**src/rtl/ppgen_pipe.sv**
```systemverilog
// Two-stage valid/ready pipeline producing the 12x12 Baugh-Wooley partial-product array.
// Optional PPGEN_ZERO_FLAG_EN adds out_zero, flagging a zero operand alongside each array.
module ppgen_pipe #(
    parameter int W     = 12,
    parameter int CNT_W = 16
) (
    input  logic             clk,
    input  logic             rst,
    input  logic             in_valid,
    output logic             in_ready,
    input  logic [W-1:0]     in_a,
    input  logic [W-1:0]     in_b,
    output logic             out_valid,
    input  logic             out_ready,
    output logic [W*W-1:0]   out_pp,
`ifdef PPGEN_ZERO_FLAG_EN
    output logic             out_zero,
`endif
    output logic [CNT_W-1:0] txn_cnt
);

    logic             s1_valid_q, s1_valid_d;
    logic [W-1:0]     s1_a_q, s1_a_d;
    logic [W-1:0]     s1_b_q, s1_b_d;
    logic             s2_valid_q, s2_valid_d;
    logic [W*W-1:0]   s2_pp_q, s2_pp_d;
    logic [CNT_W-1:0] cnt_q, cnt_d;
    logic             s2_take;
    logic             s1_take;
    logic             in_fire;
    logic [W*W-1:0]   pp_gen;

`ifdef PPGEN_ZERO_FLAG_EN
    logic s2_zero_q, s2_zero_d;
`endif

    // Baugh-Wooley array from the stage-1 operands; only the sign row/column
    // cross terms are inverted, the sign*sign term stays true.
    always_comb begin
        pp_gen = '0;
        for (int i = 0; i < W; i++) begin
            for (int j = 0; j < W; j++) begin
                pp_gen[W*i+j] = (s1_a_q[j] & s1_b_q[i]) ^ ((i == W-1) != (j == W-1));
            end
        end
    end

    // NOTE: every always_comb output gets a default first so no path can infer a latch.
    always_comb begin
        s2_take    = !s2_valid_q || out_ready;
        s1_take    = !s1_valid_q || s2_take;
        in_fire    = in_valid && s1_take;

        s1_valid_d = s1_valid_q;
        s1_a_d     = s1_a_q;
        s1_b_d     = s1_b_q;
        s2_valid_d = s2_valid_q;
        s2_pp_d    = s2_pp_q;
`ifdef PPGEN_ZERO_FLAG_EN
        s2_zero_d  = s2_zero_q;
`endif

        if (s1_take) begin
            s1_valid_d = in_valid;
            if (in_valid) begin
                s1_a_d = in_a;
                s1_b_d = in_b;
            end
        end

        // Stage 2 keeps its old payload when it loads a bubble; out_valid gates it.
        if (s2_take) begin
            s2_valid_d = s1_valid_q;
            if (s1_valid_q) begin
                s2_pp_d = pp_gen;
`ifdef PPGEN_ZERO_FLAG_EN
                s2_zero_d = (s1_a_q == '0) || (s1_b_q == '0);
`endif
            end
        end

        cnt_d = cnt_q + {{(CNT_W-1){1'b0}}, in_fire};
    end

    // NOTE: sequential state uses non-blocking assignments only, so every flop
    // samples the pre-edge value of every other flop.
    always_ff @(posedge clk) begin
        if (rst) begin
            s1_valid_q <= 1'b0;
            s2_valid_q <= 1'b0;
            s2_pp_q    <= '0;
            cnt_q      <= '0;
`ifdef PPGEN_ZERO_FLAG_EN
            s2_zero_q  <= 1'b0;
`endif
        end else begin
            s1_valid_q <= s1_valid_d;
            s2_valid_q <= s2_valid_d;
            s2_pp_q    <= s2_pp_d;
            cnt_q      <= cnt_d;
`ifdef PPGEN_ZERO_FLAG_EN
            s2_zero_q  <= s2_zero_d;
`endif
        end
    end

    // NOTE: the stage-1 operand registers carry no reset; s1_valid_q qualifies them.
    always_ff @(posedge clk) begin
        s1_a_q <= s1_a_d;
        s1_b_q <= s1_b_d;
    end

    assign in_ready  = s1_take;
    assign out_valid = s2_valid_q;
    assign out_pp    = s2_pp_q;
    assign txn_cnt   = cnt_q;
`ifdef PPGEN_ZERO_FLAG_EN
    assign out_zero  = s2_zero_q;
`endif

endmodule

```
**config.mk**
```make
export PLATFORM = sky130hd
export DESIGN_NAME = ppgen_pipe
export DESIGN_NICKNAME = d
export VERILOG_FILES = /design/src/rtl/ppgen_pipe.sv
export SDC_FILE = /design/constraint.sdc
export NUM_CORES = 1
export LEC_CHECK = 0
export ABC_AREA = 0
export CORE_MARGIN = 2
export CORE_UTILIZATION = 52
export DETAILED_ROUTE_END_ITERATION = 12
export PLACE_DENSITY = 0.85
export SLEW_MARGIN = 20
export SYNTH_ARGS = -nofsm -noshare
export SYNTH_HDL_FRONTEND = slang
export SYNTH_SLANG_ARGS = --single-unit
```
**constraint.sdc**
```tcl
create_clock -name clk -period 9 [get_ports clk]
set_input_delay 1.8 -clock clk [delete_from_list [all_inputs] [get_ports clk]]
set_output_delay 1.8 -clock clk [all_outputs]
set_load 0.02 [all_outputs]
```
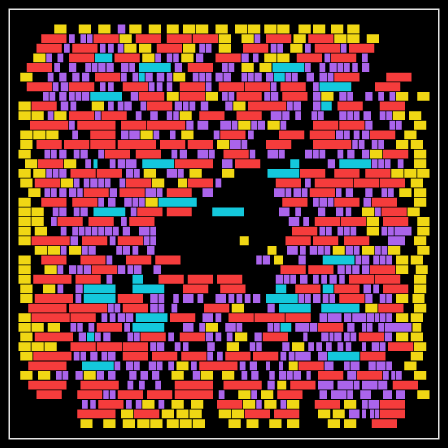
Figure 1: run 1, placed cells, one colour a class.
| colour | class | cells | share of their area |
|---|---|---|---|
| purple | all other logic | 481 | 30% |
| cyan | clock drivers and dummy loads | 32 | 6.7% |
| red | flip-flops | 186 | 43% |
| yellow | other buffers and delay cells | 195 | 21% |
Row Count: 42
Core ar.: 13300 um2

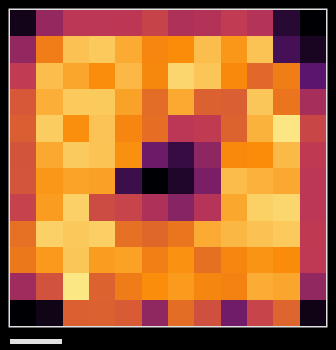
Figure 2: run 1, placement density heat map.
Scale bar: 20 um. 12 x 12 tiles, from black (low) to pale yellow (high), 0 to 100% covered.
emptiest ninth of the die: middle
nearly empty tiles: 2.1%
mean over tiles: 64%
fullest tile: 95%
tiles over 75% full: 40%
fraction of the core area occupied by cells at floorplan: 0.5352
final cell utilization of the core: 0.7156

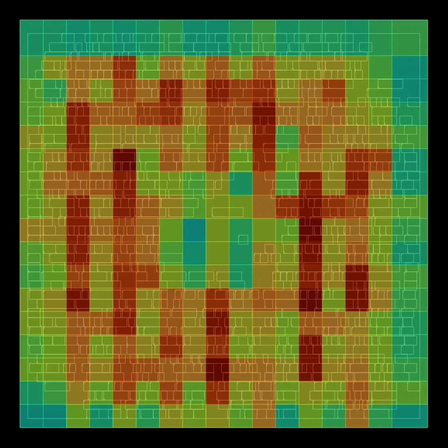
Figure 3: run 1, congestion heat map.
average detailed-routed wire length per instance: 20.47 um
GRT Total Usage: 0.2935

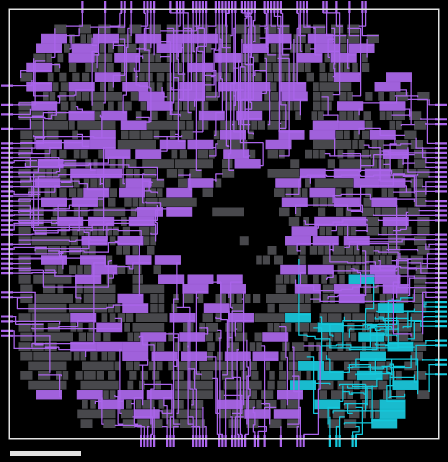
Figure 4: run 1, I/O nets highlighted.
Scale bar: 20 um.
| colour | port | bits | direction | end cells | buffers | wire |
|---|---|---|---|---|---|---|
| cyan | `txn_cnt` | 16 | output | 16 | 16 | 691 um |
| purple | `out_pp` | 144 | output | 144 | 144 | 5030 um |
number of buffers inserted by port buffering: 189
Top-Level Pins: 190

==> impl_metrics.env, run 1 <==
# flow metrics
export IMPL_result_of_the_run="finished clean"
export IMPL_critical_path_most_common_cell="sky130_fd_sc_hd__clkdlybuf4s50_1"
export IMPL_postPlaceCellArea_um2=8890
export IMPL_final_setup_viol_count=0
export IMPL_routabilityCongestion=0.7591
export IMPL_yosysUniqueCellTypes=29
export IMPL_critical_path_max_stage_delay_ns=0.60
export IMPL_synthesis_nets=801
export IMPL_met2_wirelength_um=10520
export IMPL_main_kind_of_combinational_logic_by_area="AND-OR/OR-AND gates"
export IMPL_max_slew_worst_pin_slew_ns=1.100
export IMPL_r2r_cells=8
export IMPL_route_vias_total=6887
export IMPL_grt_most_used_layer="met2"
export IMPL_share_of_flip_flops_with_an_asynchronous_set_or_reset=0
export IMPL_n_antenna_cell=0
export IMPL_rsz0062_at_grt="no"
export IMPL_post_place_cells=1038
export IMPL_mux_area_fraction=0.004748
export IMPL_metal_1_wl_um=8650
export IMPL_post_layout_nonfiller_instances=1070
export IMPL_netlist_area_um2=7116
export IMPL_drive_gt1_frac=0.05257
export IMPL_synth_top_cell_by_area="sky130_fd_sc_hd__dfxtp_1"
export IMPL_maxCapViolCount=0
export IMPL_tritoncts_num_buffers=17
export IMPL_hpwlAfterDp_um=12550
export IMPL_cts_root_buf="sky130_fd_sc_hd__clkbuf_16"
export IMPL_clk_transition_reported_paths_ns=0.06
export IMPL_chip_area_line_of_the_yosys_report_um2=7116
export IMPL_clock_sinks=186
export IMPL_vias_per_cell=6.436
export IMPL_max_used_layer="met4"
export IMPL_ys_flops=186
export IMPL_gr_usage_met1=0.3978
export IMPL_whs_ns=0.4729
export IMPL_fin_nets=912
export IMPL_chipArea_um2=14640
export IMPL_layout_worst_path_cycle_share=0.5572
export IMPL_drcViolationCount=0
export IMPL_met3_wirelength_um=2014
export IMPL_finish_instance_area_um2=9514
export IMPL_timing_critical_path_cells="clkdlybuf4s50_1, nor2b_4, nand2_1, clkdlybuf4s50_1"
export IMPL_stage_log_warnings=31
export IMPL_gr_usage_met3=0.06767
export IMPL_fin_ws_ns=3.985
export IMPL_iter_0_drt_violations=938
export IMPL_slew_headroom=0.2668
export IMPL_postcts_resize_cnt=0
export IMPL_vdd_ir_drop_max_uv=140.1
export IMPL_flow_area_growth_from_synthesis_pct=33.71
export IMPL_cts_hold_repair_buffers=0
export IMPL_grt_pass1_wl_um=33420
export IMPL_synthesis_area_per_instance_um2=9.241
export IMPL_routed_wl_um=21900
export IMPL_yosys_area_share_aoi=0.2282
export IMPL_worst_endpoint_required_ns=7.20
export IMPL_fin_skew_ns=0.009045
export IMPL_clock_latency_late_pin_ns=0.43
export IMPL_synth_top_cell_by_count="sky130_fd_sc_hd__dfxtp_1"
export IMPL_drt_pre_antenna_iters=5
export IMPL_grt_start_max_net_pins=124
export IMPL_synth_warnings=0
export IMPL_drt_antenna_violating_nets=0
export IMPL_yosys_most_used_dff="sky130_fd_sc_hd__dfxtp_1"
export IMPL_synth_simple_area_share=0.1423
export IMPL_critPathSlowestCell="sky130_fd_sc_hd__clkdlybuf4s50_1"
export IMPL_post_cts_setup_buffer_count=0
export IMPL_adder_cell_fraction_of_synth_area=0.005275
export IMPL_netlist_top_cells_count="162 x sky130_fd_sc_hd__dfxtp_1, 154 x sky130_fd_sc_hd__a21oi_1, 123 x sky130_fd_sc_hd__nand4_1"
export IMPL_synth_largest_type_area_fraction=0.4558
export IMPL_finalHoldViolations=0
export IMPL_first_global_vias=6078
export IMPL_fin_total_pwr_mw=1.877
export IMPL_netlist_top_cells_area="sky130_fd_sc_hd__dfxtp_1 46%, sky130_fd_sc_hd__a21oi_1 11%, sky130_fd_sc_hd__nand4_1 11%, sky130_fd_sc_hd__edfxtp_1 10%, sky130_fd_sc_hd__o21ai_0 8.2%"
export IMPL_final_max_slew_violation_count=0
export IMPL_setup_worst_path_end_class="output pin"
export IMPL_timing_critical_path_from_type="input port"
export IMPL_worst_setup_slack_after_placement_ns=3.997
export IMPL_edf_count=24
export IMPL_grt_remaining_overflow=0
export IMPL_use_met2=0.4459
export IMPL_critPathMaxFanout=8
export IMPL_ys_cells=770
export IMPL_dieWidth_um=121.0
export IMPL_seq_total_area_yosys=0.5571
export IMPL_finalCriticalPeriod_ns=5.015
export IMPL_clock_tree_buffer_depth=2
export IMPL_tritoncts_clock_tree="built"
export IMPL_regToRegSetupSlack_ns=6.13
export IMPL_leakagePower_nw=3.051
export IMPL_power_dens_cells_nw_per_um2=197.3
export IMPL_xor_share=0.003693
export IMPL_hold_path_class="register to register"
export IMPL_hold_path_depth=2
export IMPL_synthCells=770
export IMPL_max_freq_ghz=0.1994
run 1: cells in the final DEF (no fill, tap or decap):
| cell type | instances |
|---|---|
| sky130_fd_sc_hd__xnor2_1 | 1 |
| sky130_fd_sc_hd__inv_1 | 3 |
| sky130_fd_sc_hd__or4_1 | 4 |
| sky130_fd_sc_hd__clkinv_4 | 5 |
| sky130_fd_sc_hd__clkinvlp_4 | 1 |
| sky130_fd_sc_hd__buf_4 | 7 |
| sky130_fd_sc_hd__a311oi_1 | 22 |
| sky130_fd_sc_hd__mux2_1 | 2 |
| sky130_fd_sc_hd__nand3_1 | 7 |
| sky130_fd_sc_hd__a21oi_1 | 154 |
| sky130_fd_sc_hd__dfxtp_4 | 1 |
| sky130_fd_sc_hd__and2_1 | 1 |
| sky130_fd_sc_hd__inv_4 | 1 |
| sky130_fd_sc_hd__o31ai_1 | 4 |
| sky130_fd_sc_hd__ha_1 | 3 |
| sky130_fd_sc_hd__clkinv_1 | 1 |
| sky130_fd_sc_hd__xor2_1 | 2 |
| sky130_fd_sc_hd__nor2b_4 | 1 |
| sky130_fd_sc_hd__edfxtp_1 | 24 |
| sky130_fd_sc_hd__mux2_2 | 1 |
| sky130_fd_sc_hd__nor2b_1 | 5 |
| sky130_fd_sc_hd__o21ai_1 | 10 |
| sky130_fd_sc_hd__nor2_2 | 1 |
| sky130_fd_sc_hd__nand2_1 | 2 |
| sky130_fd_sc_hd__inv_6 | 1 |
| sky130_fd_sc_hd__nand4_1 | 123 |
| sky130_fd_sc_hd__o21ai_0 | 116 |
| sky130_fd_sc_hd__nor4_1 | 3 |
| sky130_fd_sc_hd__clkinv_2 | 2 |
| sky130_fd_sc_hd__clkbuf_8 | 1 |
| sky130_fd_sc_hd__or3_1 | 4 |
| sky130_fd_sc_hd__nand4_4 | 1 |
| sky130_fd_sc_hd__clkbuf_16 | 19 |
| sky130_fd_sc_hd__nand4_2 | 2 |
| sky130_fd_sc_hd__clkdlybuf4s50_1 | 188 |
| sky130_fd_sc_hd__nand2b_4 | 1 |
| sky130_fd_sc_hd__nor2_1 | 7 |
| sky130_fd_sc_hd__bufinv_16 | 2 |
| sky130_fd_sc_hd__dfxtp_1 | 161 |
run 1: worst max-delay path, delay by kind of cell:
family	cells	cell delay, ns
simple gates	2	0.35
buf+inv	2	1.07
run 1: power breakdown:
part / switching, mW / internal (mW)
Clock: 0.322 / 0.451
Sequential: 0.0523 / 0.874
Combinational: 0.102 / 0.0746
run 1: worst paths after layout:
path                                  from           to
worst min-delay path            out_pp[69]   out_pp[69]
worst max register to register  s1_valid_q  txn_cnt[14]
worst max-delay path             out_ready     in_ready
worst min register to register  out_pp[69]   out_pp[69]
run 1: sequential cells by signal (all words and copies together) (netlist names):
register and flops:
out_valid 1, s1_b_q 12, s1_valid_q 1, txn_cnt 16, s1_a_q 12, out_pp 144
run 1: cell type report:
type                            instances  area [um2]
Multi-Input combinational cell        477        2751
Tap cell                              176       220.2
Inverter                                4       16.27
Timing Repair Buffer                  195        1934
Sequential cell                       186        3968
Fill cell                            1022        3781
Clock inverter                         12       135.1
Clock buffer                           20       489.2
Figure 5. Floorplan with the power grid (run 1).
Scale bar: 20 um. Pins as bars on the die edge.
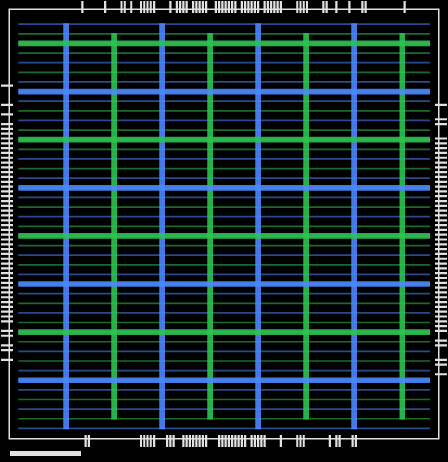

==> run 2, diff against run 1 <==
--- a/config.mk
+++ b/config.mk
@@ -7,9 +7,9 @@
 export LEC_CHECK = 0
 export ABC_AREA = 0
 export CORE_MARGIN = 2
-export CORE_UTILIZATION = 52
+export CORE_UTILIZATION = 48
 export DETAILED_ROUTE_END_ITERATION = 12
-export PLACE_DENSITY = 0.85
+export PLACE_DENSITY = 0.79
 export SLEW_MARGIN = 20
 export SYNTH_ARGS = -nofsm -noshare
 export SYNTH_HDL_FRONTEND = slang
==> constraint.sdc (replaced) <==
create_clock -name clk -period 5.3 [get_ports clk]
set_input_delay 1.06 -clock clk [delete_from_list [all_inputs] [get_ports clk]]
set_output_delay 1.06 -clock clk [all_outputs]
set_load 0.02 [all_outputs]
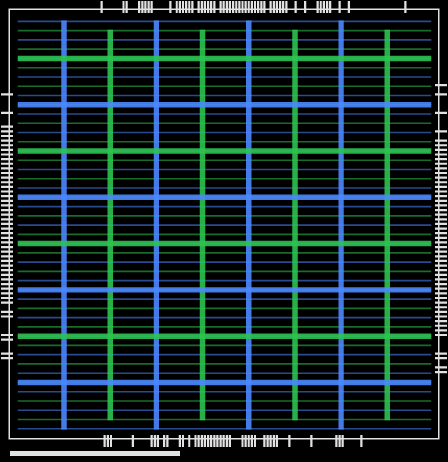
Figure 6: run 2, floorplan with the power grid.
Scale bar: 50 um. Pins as bars on the die edge.
| colour | net |
|---|---|
| blue | VSS |
| green | VDD |
rows: 44
met1 rails: 45
met5 straps: 8
met4 straps: 8
Core ar.: 14530 um2
VDD IR-drop max: 245.8 uV

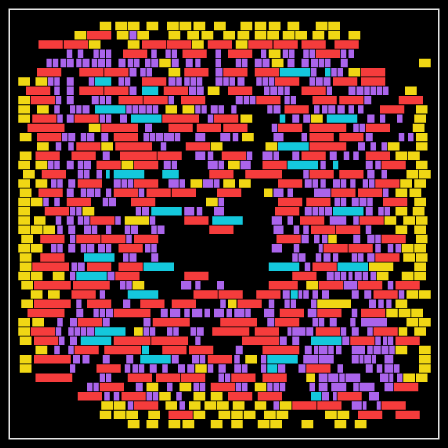
Figure 7: run 2, placed cells, one colour a class.
| colour | class | cells | share of their area |
|---|---|---|---|
| purple | all other logic | 481 | 30% |
| cyan | clock drivers and dummy loads | 32 | 6.6% |
| yellow | other buffers and delay cells | 197 | 21% |
| red | flip-flops | 186 | 42% |
flop share of the area: 0.4143
final cell utilization of the core: 0.6588
Row Count: 44

==> impl_metrics.env, run 2 <==
# flow metrics
export IMPL_synth_top_cell_by_area="sky130_fd_sc_hd__dfxtp_1"
export IMPL_clock_tree_buffer_depth=2
export IMPL_synthCells=770
export IMPL_rsz0062_at_grt="no"
export IMPL_grt_remaining_overflow=0
export IMPL_hold_path_class="register to register"
export IMPL_dieWidth_um=125.8
export IMPL_drt_pre_antenna_iters=6
export IMPL_tritoncts_num_buffers=17
export IMPL_edf_count=24
export IMPL_fin_skew_ns=0.007828
export IMPL_seq_total_area_yosys=0.5571
export IMPL_drt_antenna_violating_nets=0
export IMPL_leakagePower_nw=3.084
export IMPL_grt_start_max_net_pins=125
export IMPL_r2r_cells=7
export IMPL_cts_root_buf="sky130_fd_sc_hd__clkbuf_16"
export IMPL_fin_nets=914
export IMPL_synth_top_cell_by_count="sky130_fd_sc_hd__dfxtp_1"
export IMPL_drcViolationCount=0
export IMPL_vias_per_cell=6.283
export IMPL_layout_filler_cells=1212
export IMPL_finalCriticalPeriod_ns=3.497
export IMPL_chip_area_line_of_the_yosys_report_um2=7116
export IMPL_io_pins=190
export IMPL_final_setup_viol_count=0
export IMPL_synth_warnings=0
export IMPL_ys_flops=186
export IMPL_netlist_area_um2=7116
export IMPL_final_max_slew_violation_count=0
export IMPL_timing_rr_end="txn_cnt[14]"
export IMPL_port_buffers=189
export IMPL_share_of_flip_flops_with_an_asynchronous_set_or_reset=0
export IMPL_regToRegSetupSlack_ns=2.78
export IMPL_synthesis_area_per_instance_um2=9.241
export IMPL_maxCapViolCount=0
export IMPL_seq_area_um2=3968
export IMPL_clk_transition_reported_paths_ns=0.06
export IMPL_routabilityCongestion=0.7722
export IMPL_grt_pass1_wl_um=33620
export IMPL_chipArea_um2=15810
export IMPL_n_antenna_cell=0
export IMPL_route_vias_total=6786
export IMPL_min_to="out_pp[1]"
export IMPL_postcts_resize_cnt=0
export IMPL_post_cts_setup_buffer_count=0
export IMPL_stage_log_warnings=30
export IMPL_clock_latency_late_pin_ns=0.43
export IMPL_globalRouteTotalUtil=0.2669
export IMPL_cts_hold_repair_buffers=0
export IMPL_launch_instance_of_the_worst_min_delay_path="out_pp[1]"
export IMPL_worst_endpoint_required_ns=4.24
export IMPL_finalHoldViolations=0
export IMPL_clock_sinks=186
export IMPL_whs_ns=0.4711
export IMPL_slew_headroom=0.2776
export IMPL_fin_ws_ns=1.803
export IMPL_synth_largest_type_area_fraction=0.4558
export IMPL_routedWlPerCell_um=20.26
export IMPL_r2r_start="s1_valid_q"
export IMPL_timing_critical_path_from_type="input port"
export IMPL_max_freq_ghz=0.2860
export IMPL_yosysUniqueCellTypes=29
export IMPL_ys_cells=770
export IMPL_max_slew_worst_pin_slew_ns=1.084
export IMPL_power_dens_cells_nw_per_um2=330.3
export IMPL_critPathMaxFanout=2
export IMPL_combGateArea_um2=2751
export IMPL_result_of_the_run="finished clean"
export IMPL_layout_cells_most_common="sky130_fd_sc_hd__clkdlybuf4s50_1"
export IMPL_most_common_layout_cells="188 x sky130_fd_sc_hd__clkdlybuf4s50_1, 161 x sky130_fd_sc_hd__dfxtp_1, 154 x sky130_fd_sc_hd__a21oi_1"
export IMPL_netlist_top_cells_count="162 x sky130_fd_sc_hd__dfxtp_1, 154 x sky130_fd_sc_hd__a21oi_1, 123 x sky130_fd_sc_hd__nand4_1"
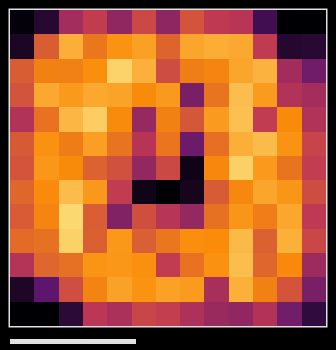
Figure 8: run 2, placement density heat map.
Scale bar: 50 um. 13 x 13 tiles, from black (low) to pale yellow (high), 0 to 100% covered.
tiles over 75% full: 31%
fullest tile: 91%
mean over tiles: 59%
fraction of the core area occupied by cells at floorplan: 0.4896

==> run 2: cell counts after synthesis <==
Identical to the previous run, type by type.
==> run 2: cells by family after synthesis <==
| logic type | count (synthesis) | share of synthesized area |
|---|---|---|
| multiplexers | 3 | 0.004747 |
| buffers and inverters | 107 | 0.05873 |
| AND/OR/NAND/NOR | 162 | 0.1423 |
| XOR/XNOR | 3 | 0.003693 |
| adder cells (fa/ha/maj) | 3 | 0.005276 |
| flip-flops | 186 | 0.5571 |
| AND-OR/OR-AND | 306 | 0.2282 |
==> run 2: final cells by class <==
type,instances,share of cell area
clock inverters,7,0.004704
repair buffers,197,0.2083
inverters,4,0.001699
multi-input cells,477,0.2873
flip-flops and latches,186,0.4143
clock buffers,25,0.05958
well taps,184,0.02404
==> run 2: how the worst max path moves through the flow <==
stage	start	endpoint	slack, ns
finish	out_ready	in_ready	1.80
global route	out_ready	in_ready	1.78
CTS	out_ready	in_ready	1.81
detailed placement	out_ready	txn_cnt[14]	1.82
global placement	out_ready	in_ready	1.79
floorplan	out_ready	txn_cnt[14]	1.48
==> run 2: per-stage QoR <==
step	instance area [um2]	cells	utilization	total power [mW]
2_1_floorplan	7116	770	-	1.739
3_3_place_gp	8912	1046	0.6132	1.895
3_5_place_dp	8932	1047	0.6146	1.900
4_1_cts	9548	1079	0.6569	3.170
5_1_grt	9575	1080	0.6588	3.267
6_report	9575	1080	0.6588	3.163
==> run 2: worst max-delay path, stage by stage <==
cell and delay [ns]:
sky130_fd_sc_hd__clkdlybuf4s50_1 0.56, sky130_fd_sc_hd__nor2b_4 0.06, sky130_fd_sc_hd__nand2_1 0.12, sky130_fd_sc_hd__clkdlybuf4s50_1 0.63
==> run 2: report_power, final <==
part / switching [mW] / leakage, nW / internal, mW
combinational: 0.174 / 1.22 / 0.130
clock: 0.535 / 0.310 / 0.751
sequential: 0.0877 / 1.55 / 1.48
total: 0.797 / 3.08 / 2.37
==> run 2: metal layers <==
| metal | up-vias | GRT usage | part of all wire |
|---|---|---|---|
| met5 | - | 0 | 0 |
| met4 | 0 | 0.09825 | 0.025 |
| met3 | 37 | 0.06542 | 0.095 |
| met2 | 384 | 0.3975 | 0.47 |
| met1 | 3235 | 0.3791 | 0.41 |
| li1 | 3130 | - | - |
Power figures rest on the tool's default switching activity, not on a simulated workload.
